run_1/route_heat.png
24 x 24 tiles, from white (low) to dark blue (high), scaled to the fullest tile. Values are wire area over tile area, all layers added.
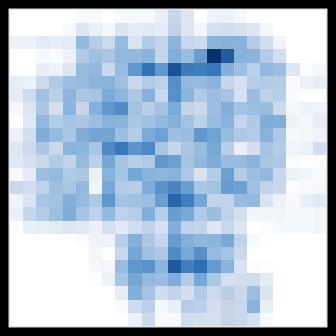
run_1/layers.png
The bar under the picture is 20 um long. Two of the layers only.
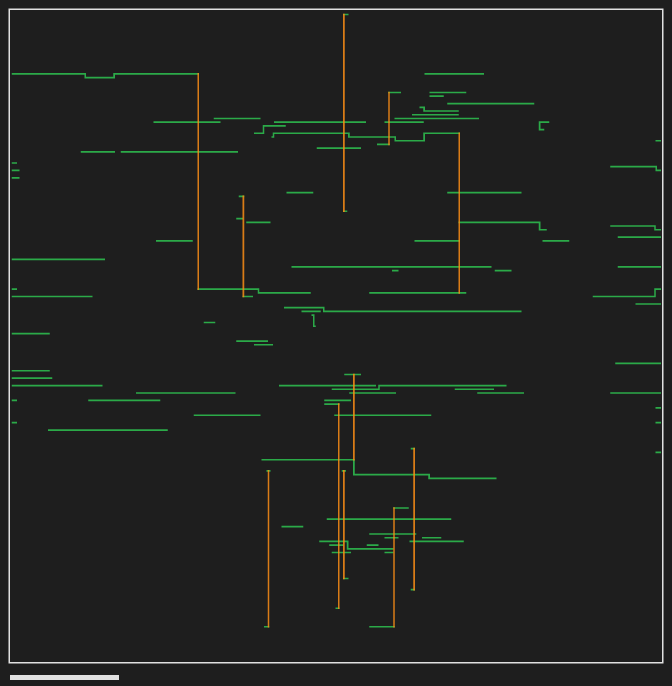
run_1/congestion_map.png
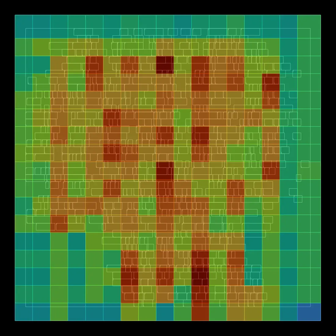
run_1/m1.png
The bar under the picture is 20 um long.
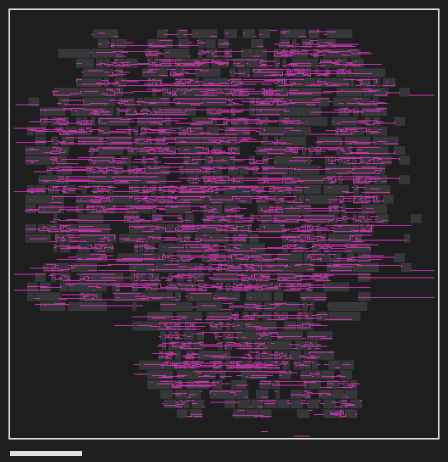
Design exins_fetch_bridge_flat, sky130hd; sources not shown.
==> changes_impl.md, run 1 <==
## Implementation

* # fillers at 1026
* Xor/xnor share at 0.0157
* CP Capture Type: output port
* Area leader, netlist: dfxtp_1
* Area Growth Syn to Fin at 29.0%
* Combinational power at 0.628 mW
* Core area at 12100 um2
* Die ar. at 14300 um2
* RePlAce Congestion at 0.823
* Cell Type Count at 41
* Top Layout Cells: 127 x nand2_1, 124 x dfxtp_1, 90 x a21oi_1
* Late-Pin Clk Latency at 0.41 ns
* DIE WIDTH at 119 um
* EDFF count, synth at 0
* Die height at 119 um
* DRT antenna net count at 0
* Placed cell areas at 6650 um2
* CTS clock-pin slew for the worst setup and hold paths at 0.05 ns
* Hold Crit Class: reg2reg
* Worst Setup Start Kind: flop
* Status: complete, no violations
* Post-DP HPWL at 9960 um
* Worst path depth at 6
* Hold path cells at 2
* Maxcap violations at 0
* Yosys chip area at 5590 um2
* Most used flip-flop cell: dfxtp_1
* Post-CTS Hold Buffers at 0
* Sw Ratio at 0.240
* Register share after synthesis at 0.447
* Final period utilization at 0.949
* Critical path peak fanout at 22
* Static Leak at 2.75 nW
* Mux frac, synth at 0.0575
* Reg2reg path depth at 6
* Fin Setup TNS at 0 ns
* Maximum VDD drop at 0.408 mV
* Initial antenna violation count at 0
* Pre-Repair DR Iteration Count at 5
* Synth warn at 0
* DRT iter0 DRCs at 375
* N_diodes at 0
* Slack of the worst reg-to-reg path at 0.51 ns
* Internal power at 3.82 mW
* Total CTS buffers at 17
* Comb gate area at 2830 um2
* Via density per instance at 5.59
* # Cells Yosys at 656
* Tmin final at 2.47 ns
* Fin. Hold Viols at 0
* Largest net degree at the start of global routing at 43
* Top layer in use: met4
* Most numerous logic cell after layout: nand2_1
* Crit path kind: reg2out
* Ys async rst share at 0
* Post-Syn Nets at 706
* Met1 Wirelength at 6520 um
* Top logic family: AND-OR/OR-AND gates
* Clock Power at 2.40 mW
* Root Buffer: clkbuf_16
* RSZ-0062 raised after global routing: no
* Via count of the first global-routing pass at 5078
* Layout cells sized above 1 at 0.122
* Synth top area cells: dfxtp_1 45%, nand2_1 8.5%, a21oi_1 8.1%, mux2i_1 5.5%, a21oi_2 4.7%
* Flops after synth at 125
* Clk_skew at 0.00674 ns
* Max Root-Sink Buffers at 2
* OpenROAD warnings at 32
* # setup viols final at 0
* Top Consumer: the clock network
* Met2 wire len at 7450 um
* Final worst-path setup slack at 0.132 ns
* Basic Gates by Area at 0.207
* FP Util at 0.462
* IO Count at 91
* H-tree Lvls at 4
* DP Worst Slack at 0.218 ns
* Clk pwr share at 0.478
* Relative slew margins at 0.621
* Comb pwr share at 0.125
* Slew @ Worst Pin at 0.568 ns
* CP Cell Sequence: buf_6, inv_1, nand2_1, o22ai_1, a21oi_1, dlygate4sd2_1
* Tot Pwr at 5.03 mW
* Hold_ws at 0.454 ns
* CP delay by family, top: buffers and inverters
* Post-CTS Repair Setup Buffers at 0
* Fin area at 7220 um2
* Final non-filler cell total at 915
* Sequential Power at 2.00 mW
* Cells after Synth at 656
* Routed wl met3 at 873 um
* CP arrival at 1.95 ns
* Final Max Tran Viols at 0
* # port buffers at 88
* Rows at 40
* Post-synthesis cell area at 5590 um2
* CTS sink count at 125
* Crit-path slowest cell: dfxtp_1
* Critical path buffers and inverters at 3
* Sequential share of power at 0.397
* First-pass GRT wire length at 24800 um
* Syn Area/Cell at 8.53 um2
* CTS tree: built
* Net switching power at 1.21 mW
* AO/OA Area Share at 0.211
* Synth top area share at 0.447
* Pwr Density at 697 nW/um2
* DRC violations left at 0
* Placed cells at 884
* Nets@finish at 785
* Peak Freq at 405 MHz
* Adder share at 0.0134
* CP peak stage delay at 0.40 ns
* Reg area at 2500 um2
* Aggregate global routing overflow at 0
* WP data required at 2.08 ns
* Post_cts resized at 35
Notes on route_heat.png above:
emptiest ninth of the die: south-west
fullest tile: 0.70
densest ninth of the die: centre
tiles over half the peak: 9.5%
Vias: 5119
Tot GR Track Use: 0.214

Notes on layers.png above:
[green] M3 | wire length: 873 um
[orange] M4 | wire length: 282 um
WL/cell: 16.5 um
Routed WL: 15100 um

Notes on congestion_map.png above:
Top Usage Layer GRT: met2
final core occ: 0.596
met2 GRT Util: 0.355
met1 GRT Util: 0.262
met3 GRT Util: 0.0570

Notes on m1.png above:
share of all routed wire: 43%
nets with wire on the layer: 738

[run 1: layout make-up]
cell class	count	area share
multi-input combinational	473	0.392
sequential	125	0.347
timing repair buffer	111	0.145
clock buffer	24	0.0681
tap	168	0.0291
clock inverter	7	0.0153
inverter	7	0.00364
[run 1: synthesized netlist by cell type, drive strengths merged, types with 2 or more instances]
master	number
a2111oi	2
a211oi	5
a21oi	120
a221oi	29
and2	4
and3	4
buf	17
clkbuf	34
dfxtp	125
ha	6
inv	7
mux2i	31
nand2	128
nand2b	2
nand3	36
nand4	12
nor2	10
nor2b	34
nor3	5
nor3b	3
nor4	5
o21ai	2
o22ai	5
o31ai	10
or3	3
xnor2	10
==> run 1 -> run 2 <==
--- a/config.mk
+++ b/config.mk
@@ -9,6 +9,7 @@
 export CORE_UTILIZATION = 45
 export DETAILED_ROUTE_END_ITERATION = 6
 export PLACE_DENSITY = 0.77
+export REMOVE_ABC_BUFFERS = 1
 export SYNTH_ARGS = -nofsm -noshare
 export SYNTH_HDL_FRONTEND = slang
 export SYNTH_SLANG_ARGS = --single-unit
run_2/closeup.png
The bar under the picture is 5 um long. Window x 80 to 100, y 80 to 100 um. Cells in grey, sequential cells in the stronger grey; small squares are vias.
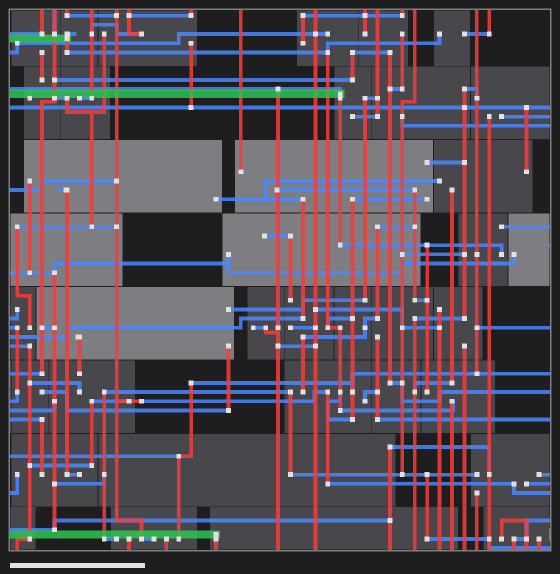
[blue] M1
[green] M3
[red] M2
sequential cells in the window: 5
most frequent: nand2_1 (8), a21oi_1 (5), dfxtp_1 (5)
cells with their middle in the window: 35

==> run 2 against run 1 <==
Against the previous run:
- cell area rose by 1.2%
- critical path depth fell by 1
- power increased by 0.95%
- first-iteration DRC count is 24% higher
- clock power is essentially flat
- via count grew 2.5%
- sequential share of layout area fell by 0.40 points
- largest cell class unchanged
- highest routed layer unchanged
==> changes_impl.md, run 2 <==
## Implementation

* Post_cts resized at 35 (unchanged)
* Slew @ Worst Pin at 0.706 ns (+0.138 ns)
* Final worst-path setup slack at 0.101 ns (-0.0314 ns)
* Synth warn at 0 (unchanged)
* Nets@finish at 788 (+0.38%)
* CTS sink count at 125 (unchanged)
* Post-CTS Hold Buffers at 0 (unchanged)
* Via density per instance at 5.71 (+2.1%)
* Area Growth Syn to Fin at 30.5%
* Post-DP HPWL at 9960 um (about the same)
* Critical path peak fanout at 20 (-9.1%)
* Crit-path slowest cell: dfxtp_2
* Final non-filler cell total at 919 (+0.44%)
* Cell Type Count at 41 (unchanged)
* Vias at 5248 (+2.5%)
* Crit path kind: reg2out
* Layout cells sized above 1 at 0.124 (+0.00201)
* CP Capture Type: output port
* Internal power at 3.87 mW (+1.2%)
* WL/cell at 17.2 um (+3.8%)
* CP Cell Sequence: nor2_1, buf_6, a221oi_1, a21oi_1, dlygate4sd2_1
* Routed WL at 15800 um (+4.3%)
* Pwr Density at 696 nW/um2 (-0.21%)
* Critical path buffers and inverters at 2 (-1)
* # fillers at 1045 (+1.9%)
* Clock Power at 2.42 mW (about the same)
* Relative slew margins at 0.529 (-0.0923)
* Status: complete, no violations
* OpenROAD warnings at 31 (-3.1%)
* Rows at 40 (unchanged)
* Tmin final at 2.50 ns (+0.0314 ns)
* CP delay by family, top: buffers and inverters
* Post-synth top cells: 127 x nand2_1, 125 x dfxtp_1, 90 x a21oi_1
* RSZ-0062 raised after global routing: no
* Synth top area cells: dfxtp_1 45%, nand2_1 8.5%, a21oi_1 8.1%, mux2i_1 5.5%, a21oi_2 4.7%
* FP Util at 0.462 (unchanged)
* Static Leak at 2.81 nW (+2.4%)
* Comb pwr share at 0.129 (+0.004)
* Die ar. at 14300 um2 (unchanged)
* Cells after Synth at 656 (unchanged)
* Sequential Power at 2.00 mW (about the same)
* EDFF count, synth at 0 (unchanged)
* Clk pwr share at 0.477 (about the same)
* Tot Pwr at 5.08 mW (+0.95%)
* IO Count at 91 (unchanged)
* Fin. Hold Viols at 0 (unchanged)
* # port buffers at 88 (unchanged)
* Yosys chip area at 5590 um2 (unchanged)
* Max Root-Sink Buffers at 2 (unchanged)
* Hold path cells at 1 (-1)
* Post-CTS Repair Setup Buffers at 0 (unchanged)
* # Cells Yosys at 656 (unchanged)
* RePlAce Congestion at 0.821 (-0.28%)
* CTS clock-pin slew for the worst setup and hold paths at 0.05 ns (about the same)
* Area leader, netlist: dfxtp_1
* Reg2reg path depth at 6 (unchanged)
* Maximum VDD drop at 0.608 mV (+49%)
* Xor/xnor share at 0.0157 (unchanged)
* Worst Setup Start Kind: flop
* CP arrival at 1.98 ns (+0.03 ns)
* Initial antenna violation count at 0 (unchanged)
* Final period utilization at 0.961 (+0.0121)
* Peak Freq at 400 MHz (-1.3%)
* Via count of the first global-routing pass at 5161 (+1.6%)
* Tot GR Track Use at 0.220 (+0.00641)
* Combinational power at 0.653 mW (+4.0%)
* CP peak stage delay at 0.38 ns (-0.02 ns)
* Placed cells at 886 (+0.23%)
* DP Worst Slack at 0.172 ns (-0.0465 ns)
* Core area at 12100 um2 (unchanged)
* Total CTS buffers at 17 (unchanged)
* Slack of the worst reg-to-reg path at 0.64 ns (+0.13 ns)
* Net switching power at 1.21 mW (+0.11%)
* DIE WIDTH at 119 um (unchanged)
* Most used flip-flop cell: dfxtp_1
* # setup viols final at 0 (unchanged)
* First-pass GRT wire length at 25200 um (+1.4%)
* Hold_ws at 0.454 ns (+0.0000850 ns)
* Adder share at 0.0134 (unchanged)
* AO/OA Area Share at 0.211 (unchanged)
* Worst path depth at 5 (-1)
* Sw Ratio at 0.238 (-0.00199)
* Most numerous logic cell after layout: nand2_1
* Synth top area share at 0.447 (unchanged)
* DRT iter0 DRCs at 466 (+24%)
* DRT antenna net count at 0 (unchanged)
* Ys async rst share at 0 (unchanged)
* Maxcap violations at 0 (unchanged)
* Final Max Tran Viols at 0 (unchanged)
* Syn Area/Cell at 8.53 um2 (unchanged)
* Post-synthesis cell area at 5590 um2 (unchanged)
* Late-Pin Clk Latency at 0.41 ns (about the same)
* Sequential share of power at 0.394 (-0.003)
* Top Consumer: the clock network
[run 2: cell counts after synthesis]
No cell type changed its count.
[run 2: area by class of cell]
class	count	area, um2	area share
clock buffer	26	509	0.0698
clock inverter	6	105	0.0144
inverter	7	26.3	0.00360
multi-input combinational	473	2830	0.387
sequential	125	2500	0.343
tap	168	210	0.0288
timing repair buffer	114	1120	0.153
[run 2: per-layer routing]
metal	up-vias	GRT usage	share of wire
li1	2495	-	-
met1	2528	0.266	0.42
met4	0	0.0916	0.021
met5	-	0	0
met2	191	0.366	0.50
met3	34	0.0641	0.060
[run 2: per-stage QoR]
step | TNS (ns) | cell area (um2)
2_1_floorplan | -50.09 | 5350
5_1_grt | 0 | 7300
6_report | 0 | 7300
4_1_cts | 0 | 7260
3_3_place_gp | 0 | 6680
3_5_place_dp | 0 | 6680
No activity file was given, so power comes from the tool's default toggle rates.
